**src/rtl/mem_arbiter_pkg.sv**
```systemverilog
// Shared types and defaults for the two-port memory arbiter: FSM state
// encoding, port index type, latency counter width and default widths.
package mem_arbiter_pkg;

  localparam int DEF_BITS_DATA = 32;
  localparam int DEF_BITS_ADDR = 16;
  localparam int DEF_MEM_LAT   = 1;

  // Wide enough for the largest legal memory latency (15).
  localparam int CNT_W  = 4;
  localparam int PORT_W = 1;

  typedef logic [PORT_W-1:0] port_idx_t;

  typedef enum logic [1:0] {
    IDLE,
    ACCESS,
    DONE
  } state_t;

endpackage

```
**src/rtl/rr_arb2.sv**
```systemverilog
// Two-requester round-robin winner selection. This block is purely
// combinational. On a tie it grants the port that did not win last time.
module rr_arb2
  import mem_arbiter_pkg::*;
(
  input  logic [1:0] req,
  input  port_idx_t  last,
  output port_idx_t  grant
);

  // A lone requester wins outright. The pointer only breaks ties.
  always_comb begin
    if (req == 2'b11) grant = ~last;
    else              grant = req[1];
  end

endmodule

```
**src/rtl/mem_arbiter.sv**
```systemverilog
// Two-port round-robin memory arbiter. It serialises CPU (port 0) and
// I/O/DMA (port 1) accesses onto one fixed-latency memory, with all outputs registered.
module mem_arbiter
  import mem_arbiter_pkg::*;
#(
  parameter int BITS_DATA = DEF_BITS_DATA,
  parameter int BITS_ADDR = DEF_BITS_ADDR,
  parameter int MEM_LAT   = DEF_MEM_LAT
) (
  input  logic                 clk,
  input  logic                 reset,
  input  logic                 req0,
  input  logic                 req1,
  input  logic                 wr0,
  input  logic                 wr1,
  input  logic [BITS_ADDR-1:0] addr0,
  input  logic [BITS_ADDR-1:0] addr1,
  input  logic [BITS_DATA-1:0] wdata0,
  input  logic [BITS_DATA-1:0] wdata1,
  output logic                 ack0,
  output logic                 ack1,
  output logic [BITS_DATA-1:0] rdata0,
  output logic [BITS_DATA-1:0] rdata1,
  output logic [BITS_ADDR-1:0] MAR,
  output logic [BITS_DATA-1:0] MBR_W,
  output logic                 write,
  input  logic [BITS_DATA-1:0] MBR_R
);

  state_t     state, state_d;
  logic [CNT_W-1:0] cnt;
  port_idx_t  winner;
  port_idx_t  last_grant;
  port_idx_t  grant;
  logic       grant_load;
  logic       finish;

  rr_arb2 u_rr_arb2 (
    .req   ({req1, req0}),
    .last  (last_grant),
    .grant (grant)
  );

  always_ff @(posedge clk) begin
    if (!reset) state <= IDLE;
    else        state <= state_d;
  end

  // NOTE: every output of a combinational block gets a default first; a path
  // that leaves one unassigned infers a latch.
  always_comb begin
    state_d    = state;
    grant_load = 1'b0;
    finish     = 1'b0;
    case (state)
      IDLE: begin
        if (req0 || req1) begin
          state_d    = ACCESS;
          grant_load = 1'b1;
        end
      end
      ACCESS: begin
        if (cnt == CNT_W'(1)) begin
          state_d = DONE;
          finish  = 1'b1;
        end
      end
      DONE:    state_d = IDLE;
      default: state_d = IDLE;
    endcase
  end

  // NOTE: registered state uses non-blocking assignments only. This way every
  // right-hand side reads the value from before the clock edge.
  always_ff @(posedge clk) begin
    if (!reset) begin
      ack0       <= 1'b0;
      ack1       <= 1'b0;
      rdata0     <= '0;
      rdata1     <= '0;
      MAR        <= '0;
      MBR_W      <= '0;
      write      <= 1'b0;
      cnt        <= '0;
      winner     <= '0;
      // Recording port 1 as the last winner gives port 0 the first tie.
      last_grant <= 1'b1;
    end else begin
      ack0 <= 1'b0;
      ack1 <= 1'b0;
      if (grant_load) begin
        MAR        <= grant ? addr1  : addr0;
        MBR_W      <= grant ? wdata1 : wdata0;
        write      <= grant ? wr1    : wr0;
        cnt        <= CNT_W'(MEM_LAT);
        winner     <= grant;
        last_grant <= grant;
      end else if (state == ACCESS) begin
        cnt <= cnt - CNT_W'(1);
      end
      // The write register still marks the transaction type on the finishing edge.
      if (finish) begin
        write <= 1'b0;
        if (winner == 1'b0) begin
          ack0 <= 1'b1;
          if (!write) rdata0 <= MBR_R;
        end else begin
          ack1 <= 1'b1;
          if (!write) rdata1 <= MBR_R;
        end
      end
    end
  end

endmodule

```
**config.mk**
```make
export PLATFORM = sky130hd
export DESIGN_NAME = mem_arbiter
export DESIGN_NICKNAME = d
export VERILOG_FILES = /design/src/rtl/mem_arbiter_pkg.sv /design/src/rtl/rr_arb2.sv /design/src/rtl/mem_arbiter.sv
export SDC_FILE = /design/constraint.sdc
export NUM_CORES = 1
export LEC_CHECK = 0
export CAP_MARGIN = 10
export CORE_UTILIZATION = 36
export CTS_CLUSTER_DIAMETER = 200
export CTS_CLUSTER_SIZE = 40
export DETAILED_ROUTE_END_ITERATION = 7
export HOLD_SLACK_MARGIN = 0.02
export PLACE_DENSITY = 0.86
export SLEW_MARGIN = 20
export SYNTH_ARGS = -nofsm -noshare
export SYNTH_HDL_FRONTEND = slang
export SYNTH_SLANG_ARGS = --single-unit
```
**constraint.sdc**
```tcl
create_clock -name clk -period 1.8 [get_ports clk]
set_input_delay 0.18 -clock clk [delete_from_list [all_inputs] [get_ports clk]]
set_output_delay 0.18 -clock clk [all_outputs]
set_load 0.02 [all_outputs]
```
==> images/floorplan.png <==
Pins as bars on the die edge. Tap cells in grey.
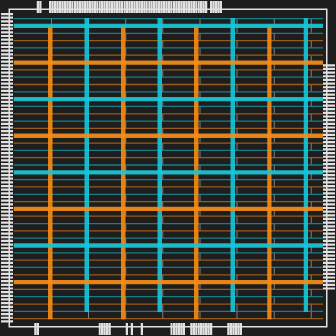
cyan -> VDD
orange -> VSS
met4 straps = 8
met5 straps = 8
signal pins = 249
tap cells = 172
Placeable Area: 12800 um^2
vertical die dimension: 117 um
VDD IR max: 0.800 mV
die boundary width: 117 um

==> impl_metrics.xml <==
<?xml version="1.0" encoding="UTF-8"?>
<metrics>
  <group name="finish">
    <metric name="num-nonclk-buffers" unit="">276</metric>
    <metric name="inverters" unit="">2</metric>
    <metric name="final_layout_top_logic_cell" unit="">sky130_fd_sc_hd__clkdlybuf4s50_1</metric>
    <metric name="seq_cells" unit="">123</metric>
    <metric name="final_net_count" unit="">890</metric>
    <metric name="final.clkbuf_count" unit="">17</metric>
    <metric name="final-comb-area" unit="um^2">2300</metric>
    <metric name="comb_cells" unit="">334</metric>
    <metric name="biggestRegsByFlops" unit="">MBR_W (32), rdata0 (32), rdata1 (32)</metric>
    <metric name="comb_area_share" unit="%">27.3</metric>
    <metric name="final-seq-area" unit="um^2">2460</metric>
    <metric name="final-clk-cell-share" unit="%">7.54</metric>
    <metric name="layout-drive-gt1-share" unit="%">13.4</metric>
    <metric name="post_layout_nonfiller_instances" unit="">939</metric>
    <metric name="area_growth" unit="%">75.6</metric>
  </group>
  <group name="logic_synthesis">
    <metric name="xor_share" unit="%">0.548</metric>
    <metric name="area_leaders" unit="">sky130_fd_sc_hd__dfxtp_1, sky130_fd_sc_hd__nand2_1, sky130_fd_sc_hd__mux2i_1</metric>
    <metric name="yosys.stat.seqShare" unit="%">51.3</metric>
    <metric name="synthesis.instances" unit="">494</metric>
    <metric name="yosys-stat-area" unit="um^2">4800</metric>
    <metric name="ys_ff" unit="">123</metric>
    <metric name="synth-edff-count" unit="">0</metric>
    <metric name="yosysCellCount" unit="">494</metric>
    <metric name="ys_types" unit="">32</metric>
    <metric name="yosysTopAreaCell" unit="">sky130_fd_sc_hd__dfxtp_1</metric>
    <metric name="synthTopLogicFamily" unit="">AND-OR/OR-AND gates</metric>
    <metric name="synth_area" unit="um^2">4800</metric>
  </group>
  <group name="route">
    <metric name="detail_route.wirelength" unit="mm">16.5</metric>
    <metric name="drt_iter0_markers" unit="">395</metric>
    <metric name="postRouteAntennaNets" unit="">0</metric>
    <metric name="top_layer" unit="">met4</metric>
    <metric name="routed_via_density" unit="">5.05</metric>
    <metric name="number_of_search_and_repair_iterations_in_the_first_detailed_routing_pass" unit="">4</metric>
    <metric name="wl_met1" unit="mm">6.25</metric>
    <metric name="dr_wl_met2" unit="mm">8.53</metric>
    <metric name="met3WireLength" unit="mm">1.37</metric>
  </group>
  <group name="run">
    <metric name="timing.max_cap.violations" unit="">0</metric>
  </group>
  <group name="power_and_ir_drop">
    <metric name="power.combinational.fraction" unit="%">24.8</metric>
    <metric name="power.share.switching" unit="%">29.0</metric>
    <metric name="power_density" unit="nW/um^2">1090</metric>
    <metric name="clock_power" unit="mW">3.69</metric>
    <metric name="p_seq_share" unit="%">35.1</metric>
    <metric name="p_leak" unit="nW">3.01</metric>
    <metric name="power.total" unit="mW">9.19</metric>
  </group>
  <group name="worst_setup_path">
    <metric name="critical_path.startpoint" unit="">cnt[1]</metric>
    <metric name="slowest_cell_on_crit_path" unit="">sky130_fd_sc_hd__or4_4</metric>
    <metric name="regToRegStartpoint" unit="">cnt[1]</metric>
    <metric name="timing.critical_path.max_delay_family" unit="">simple AND/OR/NAND/NOR gates</metric>
    <metric name="r2r.worst_path.cells" unit="">6</metric>
    <metric name="criticalPathCategory" unit="">flop to flop</metric>
    <metric name="critical_path_buf_inv_count" unit="">1</metric>
    <metric name="crit_arrival" unit="ns">2.15</metric>
    <metric name="path_max_fanout" unit="">8</metric>
  </group>
  <group name="grt">
    <metric name="grt_start_max_net_pins" unit="">49</metric>
    <metric name="gr-usage-met1" unit="%">24.6</metric>
    <metric name="first_pass_grt_wire_length" unit="mm">25.6</metric>
    <metric name="busiest_layer" unit="">met2</metric>
    <metric name="overflow" unit="">0</metric>
    <metric name="grt_pass1_vias" unit="">5045</metric>
  </group>
  <group name="sta">
    <metric name="finalSetupViolations" unit="">17</metric>
    <metric name="final_critical_path_setup_slack" unit="ns">-0.0441</metric>
    <metric name="finalCriticalPeriod" unit="ns">1.84</metric>
    <metric name="final.period_utilization" unit="%">102</metric>
    <metric name="finalMaxSlewViolations" unit="">0</metric>
    <metric name="tightestPinTransition" unit="ns">0.425</metric>
    <metric name="whs" unit="ns">0.173</metric>
    <metric name="rsz_0062_raised_after_global_routing" unit="">yes</metric>
    <metric name="setup_total_negative_slack" unit="ns">-0.384</metric>
  </group>
  <group name="outcome">
    <metric name="failed_checks" unit="">setup timing</metric>
    <metric name="outcome" unit="">finished with violations</metric>
  </group>
  <group name="clocking">
    <metric name="postCtsSetupBuffers" unit="">3</metric>
    <metric name="cts_max_level" unit="">4</metric>
    <metric name="cts.sinks" unit="">123</metric>
    <metric name="cts_resized" unit="">16</metric>
    <metric name="ctsLongestPathBuffers" unit="">2</metric>
    <metric name="tritoncts" unit="">built</metric>
    <metric name="clock_pin_slew_on_the_worst_setup_and_hold_paths" unit="ns">0.06</metric>
    <metric name="ctsRootBufferMaster" unit="">sky130_fd_sc_hd__clkbuf_16</metric>
  </group>
  <group name="placement">
    <metric name="buffer_ports.inserted" unit="">248</metric>
    <metric name="detailedPlace.worstSlack" unit="ns">-0.132</metric>
    <metric name="dpl_cell_area" unit="um^2">7570</metric>
    <metric name="place_congestion" unit="">0.787</metric>
  </group>
  <group name="die">
    <metric name="floorplan.tapcells" unit="">172</metric>
  </group>
  <group name="worst_hold_path">
    <metric name="worstHoldEndpoint" unit="">last_grant</metric>
    <metric name="worstHoldStart" unit="">reset</metric>
  </group>
</metrics>
==> images/class_map.png <==
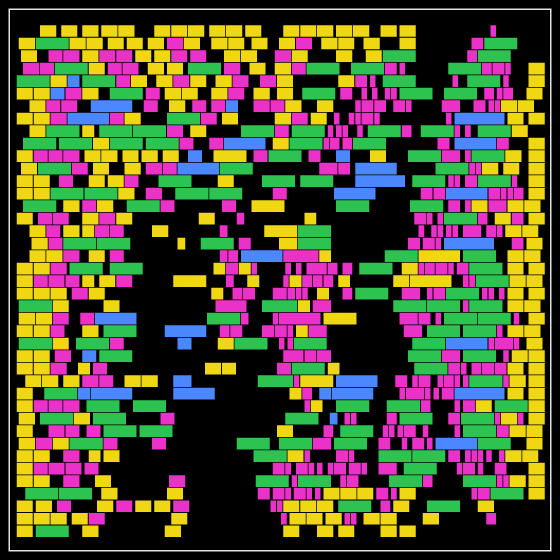
blue -> clock drivers and dummy loads  # cells 32
green -> registers  # cells 123
magenta -> remaining logic cells  # cells 336
yellow -> remaining buffers and delay cells  # cells 276
standard-cell row count: 41
share of the final layout cell area in sequential cells: 29.3%
fin util: 65.7%

## synthesized netlist by cell type (3+ instances only)
| library cell | count |
|---|---|
| sky130_fd_sc_hd__buf_6 | 3 |
| sky130_fd_sc_hd__nand2_1 | 133 |
| sky130_fd_sc_hd__nor2_1 | 5 |
| sky130_fd_sc_hd__nor2b_1 | 4 |
| sky130_fd_sc_hd__buf_2 | 11 |
| sky130_fd_sc_hd__mux2i_1 | 48 |
| sky130_fd_sc_hd__o2bb2ai_1 | 48 |
| sky130_fd_sc_hd__o21ai_0 | 3 |
| sky130_fd_sc_hd__a21boi_1 | 30 |
| sky130_fd_sc_hd__a21boi_0 | 36 |
| sky130_fd_sc_hd__clkbuf_1 | 23 |
| sky130_fd_sc_hd__and2_1 | 3 |
| sky130_fd_sc_hd__dfxtp_1 | 123 |
